## config.mk

```make
export PLATFORM = sky130hd
export DESIGN_NAME = sync_fifo_flat
export DESIGN_NICKNAME = d
export VERILOG_FILES = /design/src/rtl/sync_fifo_if.sv /design/src/rtl/sync_fifo.sv /design/src/flat_wrapper.sv
export SDC_FILE = /design/constraint.sdc
export NUM_CORES = 2
export LEC_CHECK = 0
export CAP_MARGIN = 20
export CORE_MARGIN = 2
export CORE_UTILIZATION = 30
export CTS_BUF_LIST = sky130_fd_sc_hd__clkbuf_4
export DETAILED_ROUTE_END_ITERATION = 12
export PLACE_DENSITY = 0.52
export SYNTH_ARGS = -nofsm -noshare
export SYNTH_HDL_FRONTEND = slang
export SYNTH_SLANG_ARGS = --single-unit
```

## constraint.sdc

```tcl
create_clock -name i_clk -period 7.5 [get_ports i_clk]
set_input_delay 2.25 -clock i_clk [delete_from_list [all_inputs] [get_ports i_clk]]
set_output_delay 2.25 -clock i_clk [all_outputs]
set_load 0.05 [all_outputs]
```

## src/rtl/sync_fifo_if.sv

```systemverilog
// rtl/sync_fifo_if.sv - Write/read handshake and status bundle for sync_fifo (optional SYNC_FIFO_ERR_FLAGS_EN flags)
interface sync_fifo_if #(
  parameter int WIDTH = 8,
  parameter int DEPTH = 256
);
  localparam int CW = $clog2(DEPTH) + 1;

  logic             i_wr_dv;
  logic [WIDTH-1:0] i_wr_data;
  logic             i_rd_en;
  logic [WIDTH-1:0] o_rd_data;
  logic             o_rd_dv;
  logic             o_full;
  logic             o_empty;
  logic             o_af;
  logic             o_ae;
  logic [CW-1:0]    o_count;
`ifdef SYNC_FIFO_ERR_FLAGS_EN
  logic             o_overflow;
  logic             o_underflow;

  modport master (
    output i_wr_dv, i_wr_data, i_rd_en,
    input  o_rd_data, o_rd_dv, o_full, o_empty, o_af, o_ae, o_count,
    input  o_overflow, o_underflow
  );

  modport slave (
    input  i_wr_dv, i_wr_data, i_rd_en,
    output o_rd_data, o_rd_dv, o_full, o_empty, o_af, o_ae, o_count,
    output o_overflow, o_underflow
  );
`else
  modport master (
    output i_wr_dv, i_wr_data, i_rd_en,
    input  o_rd_data, o_rd_dv, o_full, o_empty, o_af, o_ae, o_count
  );

  modport slave (
    input  i_wr_dv, i_wr_data, i_rd_en,
    output o_rd_data, o_rd_dv, o_full, o_empty, o_af, o_ae, o_count
  );
`endif
endinterface

```

## src/rtl/sync_fifo.sv

```systemverilog
// rtl/sync_fifo.sv - Single-clock FIFO with registered read data and status flags (optional SYNC_FIFO_ERR_FLAGS_EN sticky error flags)
module sync_fifo #(
  parameter int WIDTH    = 8,
  parameter int DEPTH    = 256,
  parameter int AF_LEVEL = DEPTH - 4,
  parameter int AE_LEVEL = 4
) (
  input  logic      i_clk,
  input  logic      i_rst_n,
  sync_fifo_if.slave bus
);

  localparam int AW = $clog2(DEPTH);
  localparam int CW = AW + 1;
  localparam logic [CW-1:0] FULL_C = CW'(DEPTH);
  localparam logic [CW-1:0] AF_C   = CW'(AF_LEVEL);
  localparam logic [CW-1:0] AE_C   = CW'(AE_LEVEL);

  logic [WIDTH-1:0] mem [DEPTH];
  logic [AW-1:0]    wr_ptr;
  logic [AW-1:0]    rd_ptr;
  logic [CW-1:0]    count;
  logic [CW-1:0]    count_nxt;
  logic [WIDTH-1:0] rd_data;
  logic             rd_dv;
  logic             full;
  logic             empty;
  logic             af;
  logic             ae;
  logic             wr_acc;
  logic             rd_acc;

  // Accept decisions use the registered flags, which always match count.
  assign wr_acc = bus.i_wr_dv && !full;
  assign rd_acc = bus.i_rd_en && !empty;

  // Occupancy after this edge; simultaneous accepted write and read cancel.
  always_comb begin
    count_nxt = count;
    case ({wr_acc, rd_acc})
      2'b10:   count_nxt = count + CW'(1);
      2'b01:   count_nxt = count - CW'(1);
      default: count_nxt = count;
    endcase
  end

  // Storage array, no reset so it maps onto RAM.
  always_ff @(posedge i_clk) begin
    if (wr_acc) begin
      mem[wr_ptr] <= bus.i_wr_data;
    end
  end

  // Pointers, read register and flags; flags come from next-state count.
  always_ff @(posedge i_clk or negedge i_rst_n) begin
    if (!i_rst_n) begin
      wr_ptr  <= '0;
      rd_ptr  <= '0;
      count   <= '0;
      rd_data <= '0;
      rd_dv   <= 1'b0;
      full    <= 1'b0;
      empty   <= 1'b1;
      af      <= 1'b0;
      ae      <= 1'b1;
    end else begin
      if (wr_acc) begin
        wr_ptr <= wr_ptr + AW'(1);
      end
      if (rd_acc) begin
        rd_ptr  <= rd_ptr + AW'(1);
        rd_data <= mem[rd_ptr];
      end
      rd_dv <= rd_acc;
      count <= count_nxt;
      full  <= (count_nxt == FULL_C);
      empty <= (count_nxt == '0);
      af    <= (count_nxt >= AF_C);
      ae    <= (count_nxt <= AE_C);
    end
  end

  assign bus.o_rd_data = rd_data;
  assign bus.o_rd_dv   = rd_dv;
  assign bus.o_count   = count;
  assign bus.o_full    = full;
  assign bus.o_empty   = empty;
  assign bus.o_af      = af;
  assign bus.o_ae      = ae;

`ifdef SYNC_FIFO_ERR_FLAGS_EN
  logic overflow;
  logic underflow;

  // Sticky record of any request made against a full or empty FIFO.
  always_ff @(posedge i_clk or negedge i_rst_n) begin
    if (!i_rst_n) begin
      overflow  <= 1'b0;
      underflow <= 1'b0;
    end else begin
      if (bus.i_wr_dv && full) begin
        overflow <= 1'b1;
      end
      if (bus.i_rd_en && empty) begin
        underflow <= 1'b1;
      end
    end
  end

  assign bus.o_overflow  = overflow;
  assign bus.o_underflow = underflow;
`endif

endmodule

```

## src/flat_wrapper.sv

```systemverilog
// flat-port wrapper written by rule: the top's interface ports become plain ports
module sync_fifo_flat 
#(
  parameter int WIDTH    = 8,
  parameter int DEPTH    = 256,
  parameter int AF_LEVEL = DEPTH - 4,
  parameter int AE_LEVEL = 4
)
  (i_clk, i_rst_n, bus_i_wr_dv, bus_i_wr_data, bus_i_rd_en, bus_o_rd_data, bus_o_rd_dv, bus_o_full, bus_o_empty, bus_o_af, bus_o_ae, bus_o_count);
  sync_fifo_if #(.WIDTH(WIDTH), .DEPTH(DEPTH)) bus_i ();
  input  logic i_clk;
  input  logic i_rst_n;
  input wire logic [$bits(bus_i.i_wr_dv)-1:0] bus_i_wr_dv;
  input wire logic [$bits(bus_i.i_wr_data)-1:0] bus_i_wr_data;
  input wire logic [$bits(bus_i.i_rd_en)-1:0] bus_i_rd_en;
  output wire logic [$bits(bus_i.o_rd_data)-1:0] bus_o_rd_data;
  output wire logic [$bits(bus_i.o_rd_dv)-1:0] bus_o_rd_dv;
  output wire logic [$bits(bus_i.o_full)-1:0] bus_o_full;
  output wire logic [$bits(bus_i.o_empty)-1:0] bus_o_empty;
  output wire logic [$bits(bus_i.o_af)-1:0] bus_o_af;
  output wire logic [$bits(bus_i.o_ae)-1:0] bus_o_ae;
  output wire logic [$bits(bus_i.o_count)-1:0] bus_o_count;
  assign bus_i.i_wr_dv = bus_i_wr_dv;
  assign bus_i.i_wr_data = bus_i_wr_data;
  assign bus_i.i_rd_en = bus_i_rd_en;
  assign bus_o_rd_data = bus_i.o_rd_data;
  assign bus_o_rd_dv = bus_i.o_rd_dv;
  assign bus_o_full = bus_i.o_full;
  assign bus_o_empty = bus_i.o_empty;
  assign bus_o_af = bus_i.o_af;
  assign bus_o_ae = bus_i.o_ae;
  assign bus_o_count = bus_i.o_count;
  sync_fifo #(.WIDTH(WIDTH), .DEPTH(DEPTH), .AF_LEVEL(AF_LEVEL), .AE_LEVEL(AE_LEVEL)) u_core (.i_clk(i_clk), .i_rst_n(i_rst_n), .bus(bus_i));
endmodule
```

**Placement by cell class**

Scale bar: 200 µm.
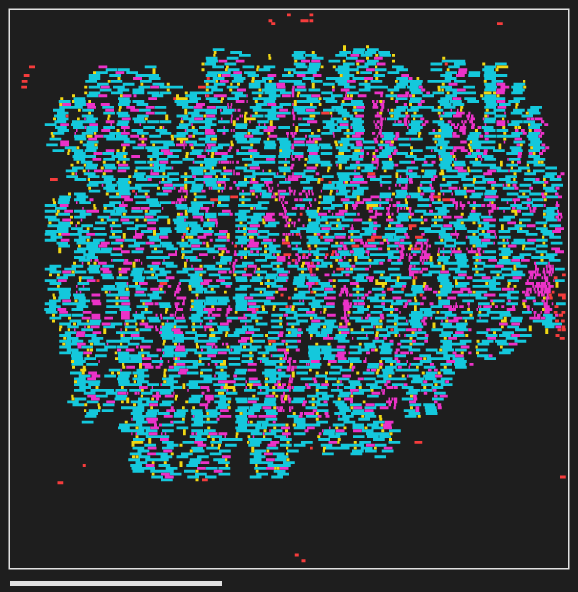
- red: remaining buffers and delay cells (cells 97; share of their area 1.2%)
- cyan: registers (cells 2086; share of their area 71%)
- yellow: clock drivers and dummy loads (cells 894; share of their area 7.3%)
- magenta: remaining logic cells (cells 1733; share of their area 20%)

**Supply network**

Pins as bars on the die edge. Tap cells in gray.
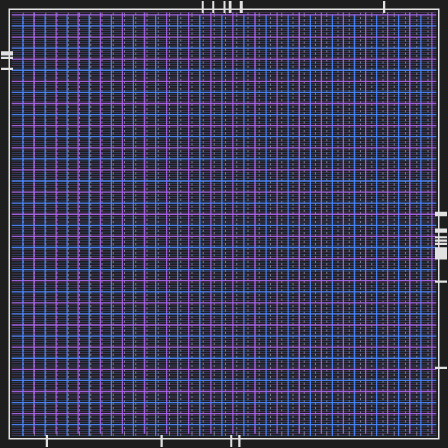
- blue: VSS
- purple: VDD
- met1 rails: 192
- signal pins: 34

**The clock network**

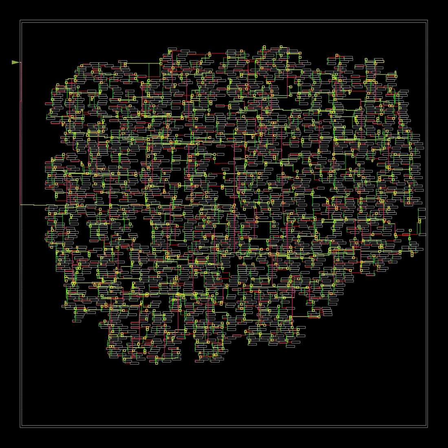
Max Clock Skew: 0.127 ns
CTS buffer count: 547
seq_cells: 2086
clk latency late pin: 1.37 ns
clk sinks: 2086

==> reports/qor.txt <==
outcome = complete, no violations
CP Buf/Inv Count = 1
CTS resizes = 0
crit share post-route = 68.4%
Yosys top cell by area = edfxtp_1
OpenROAD warning count = 64
DR top layer = met5
Crit. path cell count = 1
Post-synth seq share = 76.5%
gpl congestion = 0.828
CP max stage delay = 0.90 ns
drt wl/cell = 26.8 µm
length of the first detailed-routing pass in iterations = 6
yosys cell count = 4076
floorplan net count = 4095
final setup violation count = 0
final instance area = 92400 µm²
CP cell instances = clkdlybuf4s50_1
global-route wire length before repair = 321000 µm
Worst Hold Class = reg2reg
met2 routed WL = 103000 µm
share of the synthesized area in the top cell type = 75.4%
post-detailed-route count of antenna-violating nets = 0
ys flops = 2086
Mapped Avg Cell Area = 20.0 µm²
Root Driver = clkbuf_4
Initial DRC Count = 4502
FF/Latch Area = 62500 µm²
Synth area leaders = edfxtp_1 (75%), mux4_2 (12%), mux2i_1 (2.7%)
Routed met3 length = 17200 µm
Synth Cell Area = 81600 µm²
CTS tree = yes
placed insts = 7483
Min-Delay Path Depth = 1
yosys stat area = 81600 µm²
most used routing layer = met2
CTS Hold Buffers Added = 0
final slew viol count = 0
DR vias = 42705
clock slew at reported path FFs = 0.07 ns
Row Count = 191
Crit path max-delay family = buffers and inverters
f_max = 195 MHz
met1 Usage GRT = 22.4%
multi-input logic area = 17800 µm²
I/O pins = 34
Reg2Reg Depth = 8
Setup CP Type = reg2out
PD cells = 350 nW/µm²
antenna violations before repair = 13
wl on met1 = 98500 µm
worst ir drop on vdd = 271 µV
Core Util at FP = 30.1%
largest net degree at the start of global routing = 146
H-tree depth = 6
met2 Use GR = 24.2%
IO buf count = 33
Max clock buf depth = 4
die height = 526 µm
Area after DPL = 85900 µm²
post-layout min period = 5.13 ns
Non-Filler Instances = 8391
WP data required = 5.25 ns
CP Capture Type = output pin
synthesis-to-finish area growth = 13.2%
vias in the first global route = 43702
Synth warnings = 0
Die Size = 276000 µm²
GRT overflow = 0
Chip Width = 526 µm
GRT met3 Usage = 3.91%
Unique masters post-synth = 66
CP startpoint kind = register
CORE AREA = 271000 µm²
Fillers = 25514
number of enable flip-flop cells = 2048
post-route setup TNS = 0 ns
share of cells above drive strength 1 = 27.8%
WL final = 225000 µm
worst-margin pin slew = 1.22 ns
Via density = 5.09
CP Max Fanout = 2
asr flop ratio synth = 1.82%
Fin. Hold Viols = 0
## worst paths after layout
check,from,end,slack [ns]
max,u_core.bus.o_rd_data[7]$_DFFE_PN0P_,bus_o_rd_data[7],2.37
max reg2reg,u_core.rd_ptr[2]$_DFFE_PN0P_,u_core.bus.o_rd_data[0]$_DFFE_PN0P_,2.92
max in group asynchronous,i_rst_n,u_core.rd_ptr[2]$_DFFE_PN0P_,5.93
min,u_core.wr_ptr[5]$_DFFE_PN0P_,u_core.wr_ptr[5]$_DFFE_PN0P_,0.54
min reg2reg,u_core.wr_ptr[5]$_DFFE_PN0P_,u_core.wr_ptr[5]$_DFFE_PN0P_,0.54
min in group asynchronous,i_rst_n,u_core.bus.o_count[4]$_DFF_PN0_,1.02
## cells in the final DEF, fill, tap and decap left out, types with 13 or more instances in the layout
cell type        instances
mux2i_1                220
edfxtp_1              2048
o221ai_1                95
clkinv_2                17
nand3_1                 37
clkinv_1                99
dfrtp_1                 30
inv_2                   17
mux4_2                 425
buf_4                   43
and2_1                  13
a21oi_1                108
buf_12                  18
a211oi_1                16
clkbuf_4               754
nor3_1                  40
a22oi_1                 78
nand2_1                133
clkdlybuf4s50_1         24
o21ai_0                 51
nor2_1                 291
o22ai_1                 57
xnor2_1                 17
## power breakdown
group	switching (µW)	internal, µW
Clock	4600	4900
Sequential	430	13000
Combinational	5830	3530
## area by class of cell
cell class              count  share of cell area (%)
multi-input cells        1719                    19.3
inverters                  14                  0.0650
well taps                3570                    4.84
clock buffers             754                    6.13
diodes                     11                  0.0298
flip-flops and latches   2086                    67.6
repair buffers             97                    1.19
clock inverters           140                   0.824
## synth_stat cells (11+ instances only)
cell type	n
o22ai_1	57
buf_6	21
a22oi_1	78
a211oi_1	16
nor2_1	295
buf_1	16
mux2i_1	220
nor3_1	41
a21oi_1	108
nor4_1	11
dfrtp_1	36
nor2b_1	11
edfxtp_1	2048
o221ai_1	95
mux4_2	425
xnor2_1	17
buf_2	55
buf_4	31
nand2_1	134
nand3_1	48
clkbuf_1	127
o21ai_0	51
and2_1	13
## state kept, by name, indices dropped and copies added, names as in the netlist
signal                flops
u_core.bus.o_full         1
u_core.bus.o_af           1
u_core.bus.o_rd_data      8
u_core.bus.o_empty        1
u_core.bus.o_rd_dv        1
u_core.mem             2048
u_core.rd_ptr             8
u_core.bus.o_count        9
u_core.bus.o_ae           1
u_core.wr_ptr             8
## cells by family (layout without fill, tap and decap cells)
family                     after synthesis  after routing  synth area share (%)
DFF                                   2086           2086                  76.5
muxes                                  646            646                  14.4
and+or+nand+nor                        581            581                  3.03
AOI/OAI and AO/OA                      463            463                  3.87
buffers and inverters                  271           1005                  1.75
xor gates and xnor gates                22             22                 0.259
adders and majority gates                7              7                 0.107
other                                    0             11                     0
## through the flow
stage / hold WS [ns] / setup WS [ns] / power, µW
floorplan: 0.477 / 2.77 / 19700
global placement: 0.518 / 1.45 / 23100
detailed placement: 0.531 / 1.35 / 23100
CTS: 0.541 / 2.17 / 32600
global route: 0.573 / 2.23 / 33700
finish: 0.541 / 2.37 / 32300
Power is estimated from default activity; no workload was simulated.
